[config.mk]
export PLATFORM = sky130hd
export DESIGN_NAME = rle_decoder
export DESIGN_NICKNAME = d
export VERILOG_FILES = /design/src/rtl/rle_decoder.sv
export SDC_FILE = /design/constraint.sdc
export NUM_CORES = 1
export LEC_CHECK = 0
export CELL_PAD_IN_SITES_DETAIL_PLACEMENT = 0
export CELL_PAD_IN_SITES_GLOBAL_PLACEMENT = 1
export CORE_UTILIZATION = 36
export CTS_CLUSTER_DIAMETER = 80
export DETAILED_ROUTE_END_ITERATION = 12
export HOLD_SLACK_MARGIN = 0.02
export PLACE_DENSITY_LB_ADDON = 0.1
export RECOVER_POWER = 50
export SETUP_SLACK_MARGIN = 0.05
export SLEW_MARGIN = 20
export SYNTH_ARGS = -nofsm -noshare
export SYNTH_HDL_FRONTEND = slang
export SYNTH_SLANG_ARGS = --single-unit
[constraint.sdc]
create_clock -name clk -period 4.1 [get_ports clk]
set_clock_uncertainty 0.1 [all_clocks]
set_input_delay 1.025 -clock clk [delete_from_list [all_inputs] [get_ports clk]]
set_output_delay 1.025 -clock clk [all_outputs]
set_load 0.02 [all_outputs]
[src/rtl/rle_decoder.sv]
// rle_decoder: expands 16-bit {count, value} run-length pairs into a byte
// stream over valid/ready handshakes. A pair is held in a two-state machine
// (IDLE / EXPAND) and its value is emitted count times. When the last byte of
// a run is accepted, the next pair can be loaded in the same cycle, so runs
// follow each other without gaps.
// Optional feature: define RLE_DEC_CNT_ERR_EN to make cnt_err a sticky flag
// that is set by zero-count pairs. Without it, cnt_err is tied to 0.
module rle_decoder #(
  parameter int MAX_FRAME_W = 16
) (
  input  logic                   clk,
  input  logic                   rst_n,
  input  logic                   in_valid,
  output logic                   in_ready,
  input  logic [15:0]            in_pair,
  input  logic                   in_last,
  output logic                   out_valid,
  input  logic                   out_ready,
  output logic [7:0]             out_data,
  output logic                   out_last,
  output logic                   frame_done,
  output logic [MAX_FRAME_W-1:0] out_total,
  output logic                   cnt_err
);

  typedef enum logic {
    IDLE   = 1'b0,
    EXPAND = 1'b1
  } state_t;

  state_t                 state;
  logic [7:0]             remaining;
  logic                   last_q;
  logic [MAX_FRAME_W-1:0] total_q;

  logic in_xfer;
  logic out_xfer;
  logic zero_cnt;
  logic run_end;

  assign zero_cnt  = (in_pair[15:8] == 8'd0);
  assign run_end   = (remaining == 8'd1);
  assign out_valid = (state == EXPAND);
  assign out_last  = last_q && run_end;
  // A new pair may enter only when nothing is held, or when the last byte of
  // the held run leaves this very cycle (gapless hand-over between runs).
  assign in_ready  = (state == IDLE) || (run_end && out_ready);
  assign in_xfer   = in_valid && in_ready;
  assign out_xfer  = out_valid && out_ready;
  // NOTE: out_total is the registered count plus the byte being transferred
  // now, so the final byte of a frame is counted while it is on the bus.
  assign out_total = total_q + MAX_FRAME_W'(out_xfer);

  // FSM, run counter, held pair and frame accounting.
  always_ff @(posedge clk) begin
    // NOTE: every assignment in this block is non-blocking. All right-hand
    // sides see the values from before the clock edge, and the last write
    // to a signal wins.
    if (!rst_n) begin
      state      <= IDLE;
      remaining  <= 8'd0;
      out_data   <= 8'd0;
      last_q     <= 1'b0;
      total_q    <= '0;
      frame_done <= 1'b0;
    end else begin
      frame_done <= 1'b0;

      if (out_xfer) begin
        total_q <= total_q + 1'b1;
      end
      // A frame ends on its last byte, or on a zero-count pair marked last.
      if ((out_xfer && out_last) || (in_xfer && zero_cnt && in_last)) begin
        total_q    <= '0;
        frame_done <= 1'b1;
      end

      unique case (state)
        IDLE: begin
          // Zero-count pairs are consumed here and leave the state unchanged.
          if (in_xfer && !zero_cnt) begin
            state     <= EXPAND;
            remaining <= in_pair[15:8];
            out_data  <= in_pair[7:0];
            last_q    <= in_last;
          end
        end
        EXPAND: begin
          if (out_xfer) begin
            if (run_end) begin
              if (in_xfer && !zero_cnt) begin
                remaining <= in_pair[15:8];
                out_data  <= in_pair[7:0];
                last_q    <= in_last;
              end else begin
                state     <= IDLE;
                remaining <= 8'd0;
                last_q    <= 1'b0;
              end
            end else begin
              remaining <= remaining - 8'd1;
            end
          end
        end
      endcase
    end
  end

`ifdef RLE_DEC_CNT_ERR_EN
  // Sticky flag: stays set after any zero-count pair until reset.
  always_ff @(posedge clk) begin
    if (!rst_n) begin
      cnt_err <= 1'b0;
    end else if (in_xfer && zero_cnt) begin
      cnt_err <= 1'b1;
    end
  end
`else
  assign cnt_err = 1'b0;
`endif

endmodule
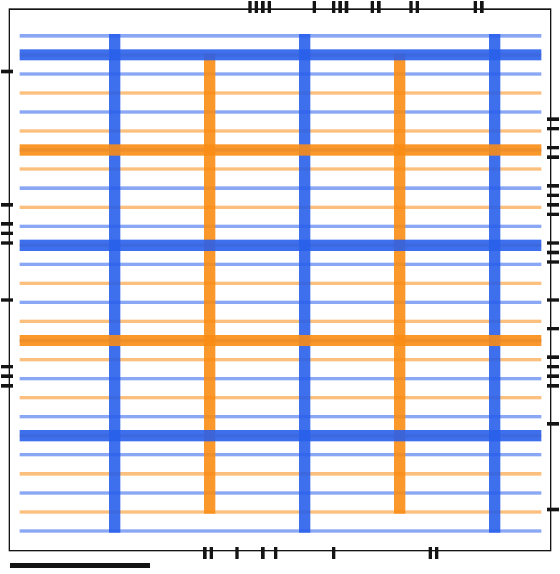
*Power grid, run 1*
The bar under the picture is 20 um long. Pins as bars on the die edge.
VDD: drawn in orange. VSS: drawn in blue.
The core has 26 rows. 50 signal pins sit on the boundary. 27 met1 rails follow the rows.

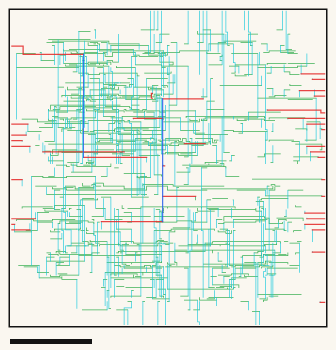
*Wiring by layer, run 1*
The bar under the picture is 20 um long.
M3: drawn in red, wire length 208 um. M1: drawn in green, wire length 2410 um. M4: drawn in blue, wire length 55.1 um. M2: drawn in cyan, wire length 2020 um.

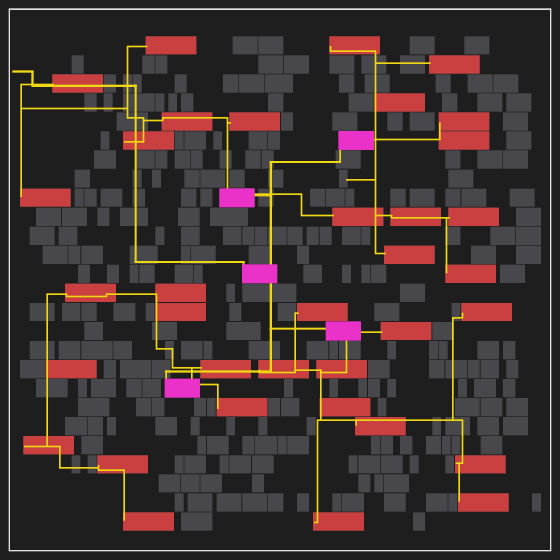
*Clock distribution, run 1*
clock wires: drawn in yellow, length 511 um. clock-net drivers: drawn in magenta, count 5. flip-flops: drawn in red, count 35.
There are 6 routed clock nets. Position of the flops: widely spread.

==> flow_summary.ini, run 1 <==
; implementation run metrics
[status]
status = complete, no violations

[floorplan]
rows = 26

[worst_setup_path]
slowest_stage = clkdlybuf4s50_1
r2r_end = out_data[1]
path_cells = clkdlybuf4s50_1 > and2_1 > ha_1 > buf_4 > nand4_1 > buf_4 > nor3_2 > xor2_1 > clkdlybuf4s15_1
startpoint = out_ready

[route]
drt-total-wl_um = 4691
vias = 1821
post_drt_via_cell_ratio = 5.003
first_pass_iters = 4
drt_iter0_markers = 71
avgRoutedWirePerCell_um = 12.89

[cts]
cts_buffer_depth = 2
clk_pin_slew_ns = 0.07
cts_sinks = 35
cts_resized = 16
postCtsSetupBuffers = 1

[synthesis]
xor_share_pct = 12.50
ys_top_cells_by_area = dfxtp_1, xnor2_1, nor2_1
netlist_instances = 243
synth_stat.cells = 243
common_cells = nor2_1, dfxtp_1, xnor2_1
edf_count = 0
top_cell_area_share_pct = 34.48

[placed_design]
port_buffers = 48
hpwl_um = 3400
routabilityCongestion = 0.7758

[global_route]
gr-total-overflow = 0

[layout]
finish.utilization_pct = 50.21
drive_above_1_share_pct = 10.88
n_all_buffers = 56

[timing]
setup_viol = 0
layout_setup_ws_ns = 0.1739
max_freq_mhz = 254.7

[run]
drv_cap = 0
[run 1: power by group]
| part | internal, W | switching [W] | leakage [nW] |
|---|---|---|---|
| registers | 0.000356 | 0.0000174 | 0.285 |
| clock network | 0.000119 | 0.000121 | 0.0422 |
| logic | 0.0000763 | 0.0000857 | 0.747 |
| total | 0.000552 | 0.000224 | 1.07 |
[run 1: layer usage]
metal	up-vias	GRT usage [%]	share of wire (%)
met2	39	26.64	43
met1	826	23.06	51
met3	7	3.452	4.4
li1	949	-	-
met4	0	5.094	1.2
met5	-	0	0
[run 1: registers in the layout, summed over array words and instances, names as in the netlist]
| register | count |
|---|---|
| total_q | 16 |
| out_data | 8 |
| remaining | 8 |
| frame_done | 1 |
| last_q | 1 |
| out_valid | 1 |
### Congestion heat map, run 1

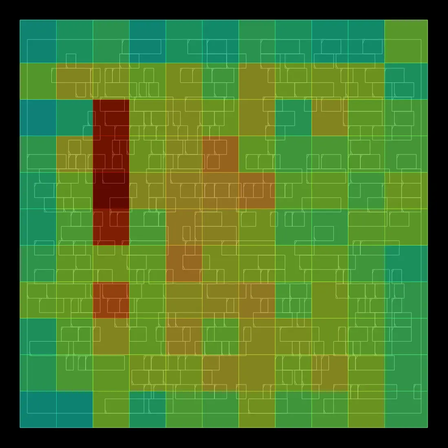

==> run 2: changes to the inputs <==
ABC_AREA = 1   (was unset)
CORE_UTILIZATION = 35   (was 36)
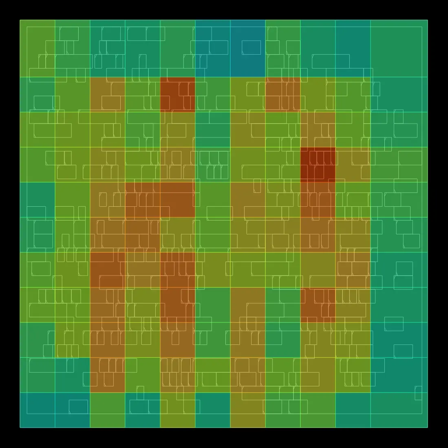
*Congestion heat map, run 2*
overall routing resource usage: 18.15%
GR Util met3: 3.636%

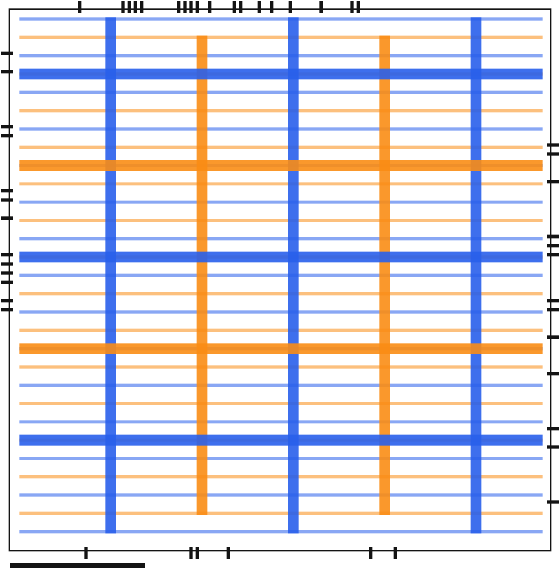
*Power grid, run 2*
The bar under the picture is 20 um long. Pins as bars on the die edge.
VSS: drawn in blue. VDD: drawn in orange.
29 met1 rails follow the rows. 50 signal pins sit on the boundary. The core has 28 rows.

==> flow_summary.ini, run 2 <==
; implementation run metrics
[synthesis]
common_cells = nand2_1, nor2_1, dfxtp_1
netlist_instances = 303
edf_count = 0
xor_share_pct = 10.63
ys_top_cells_by_area = dfxtp_1, nand2_1, nor2_1
top_cell_area_share_pct = 32.71
mux_share_pct = 0
synthSimpleGateAreaFrac_pct = 34.29
async_flop_share_pct = 0

[route]
drt-met1-wl_um = 2349
vias = 2081
drt-total-wl_um = 5168
top_layer_used = met4
post_drt_via_cell_ratio = 4.719
met2_length_um = 2579
avgRoutedWirePerCell_um = 11.72
drt_iter0_markers = 75
wl_met3_um = 190
route.detailed.drc = 0

[layout]
nets = 391
finish.utilization_pct = 47.68
largest_reg_flops = 16
drive_above_1_share_pct = 11.20
lay_top_count = nand2_1

[cts]
cts_hold_buf = 0
cts_buffer_depth = 2
clk_pin_slew_ns = 0.07
cts_resized = 18
cts_sinks = 35
postCtsSetupBuffers = 1

[placed_design]
port_buffers = 48
routabilityCongestion = 0.8177
hpwl_um = 3960

[run]
drv_cap = 0

[pwr]
p_clk_share_pct = 29.7
powerComb_w = 0.000200
p_seq_share_pct = 45.9
power_leader = sequential cells
combPwrFrac_pct = 24.5
p_clk_w = 0.000242
p_sw_w = 0.0002541
internal-power_w = 0.0005622
power.share.switching_pct = 31.13
seq_cell_power_w = 0.000374

[global_route]
grt_pass1_vias = 1954
grtUsageMet2_pct = 32.22
gr-total-overflow = 0
grtUsageMet1_pct = 21.84
busiest_layer = met2

[floorplan]
rows = 28
initCoreUtil_pct = 36.18

[timing]
setup_viol = 0
tightest_slew_ns = 0.7102
hold_viol_final = 0
drv_slew = 0
holdWs_ns = 0.4081

[status]
status = complete, no violations

[worst_setup_path]
slowest_stage = clkdlybuf4s50_1
path_cells = dlygate4sd2_1 > nand2_4 > inv_6 > ha_1 > ha_1 > nand3_1 > buf_4 > xor2_1 > clkdlybuf4s50_1
r2r_end = remaining[4]
startpoint = out_ready

[min_path]
min_to = last_q
-- run 2: cell types whose count changed after synthesis, moves of 6 or more --
cell,before,now
o21ai_1,6,0
clkbuf_1,6,0
nand2_1,14,52
a21oi_1,8,16
o21ai_0,1,24
nor2b_1,10,0
mux2i_1,10,0
nor2_1,36,51
inv_1,7,32
xnor2_1,16,7
xor2_1,13,19
-- run 2: area by class of cell --
cell class	count	area (um^2)
timing repair buffer	61	565.5
fill	620	3098
clock inverter	1	5.005
inverter	35	136.4
clock buffer	7	76.32
tap	75	93.84
multi-input combinational	227	1245
sequential	35	700.7
-- run 2: metrics by stage --
step                      setup WS [ns]  instance area (um^2)
final                            0.1682                  2823
after global routing            0.05229                  2823
after CTS                       0.05057                  2826
after detailed placement        -0.5530                  2753
after global placement          -0.4854                  2753
after floorplan                  0.3676                  2142
Power and IR drop assume default switching activity.
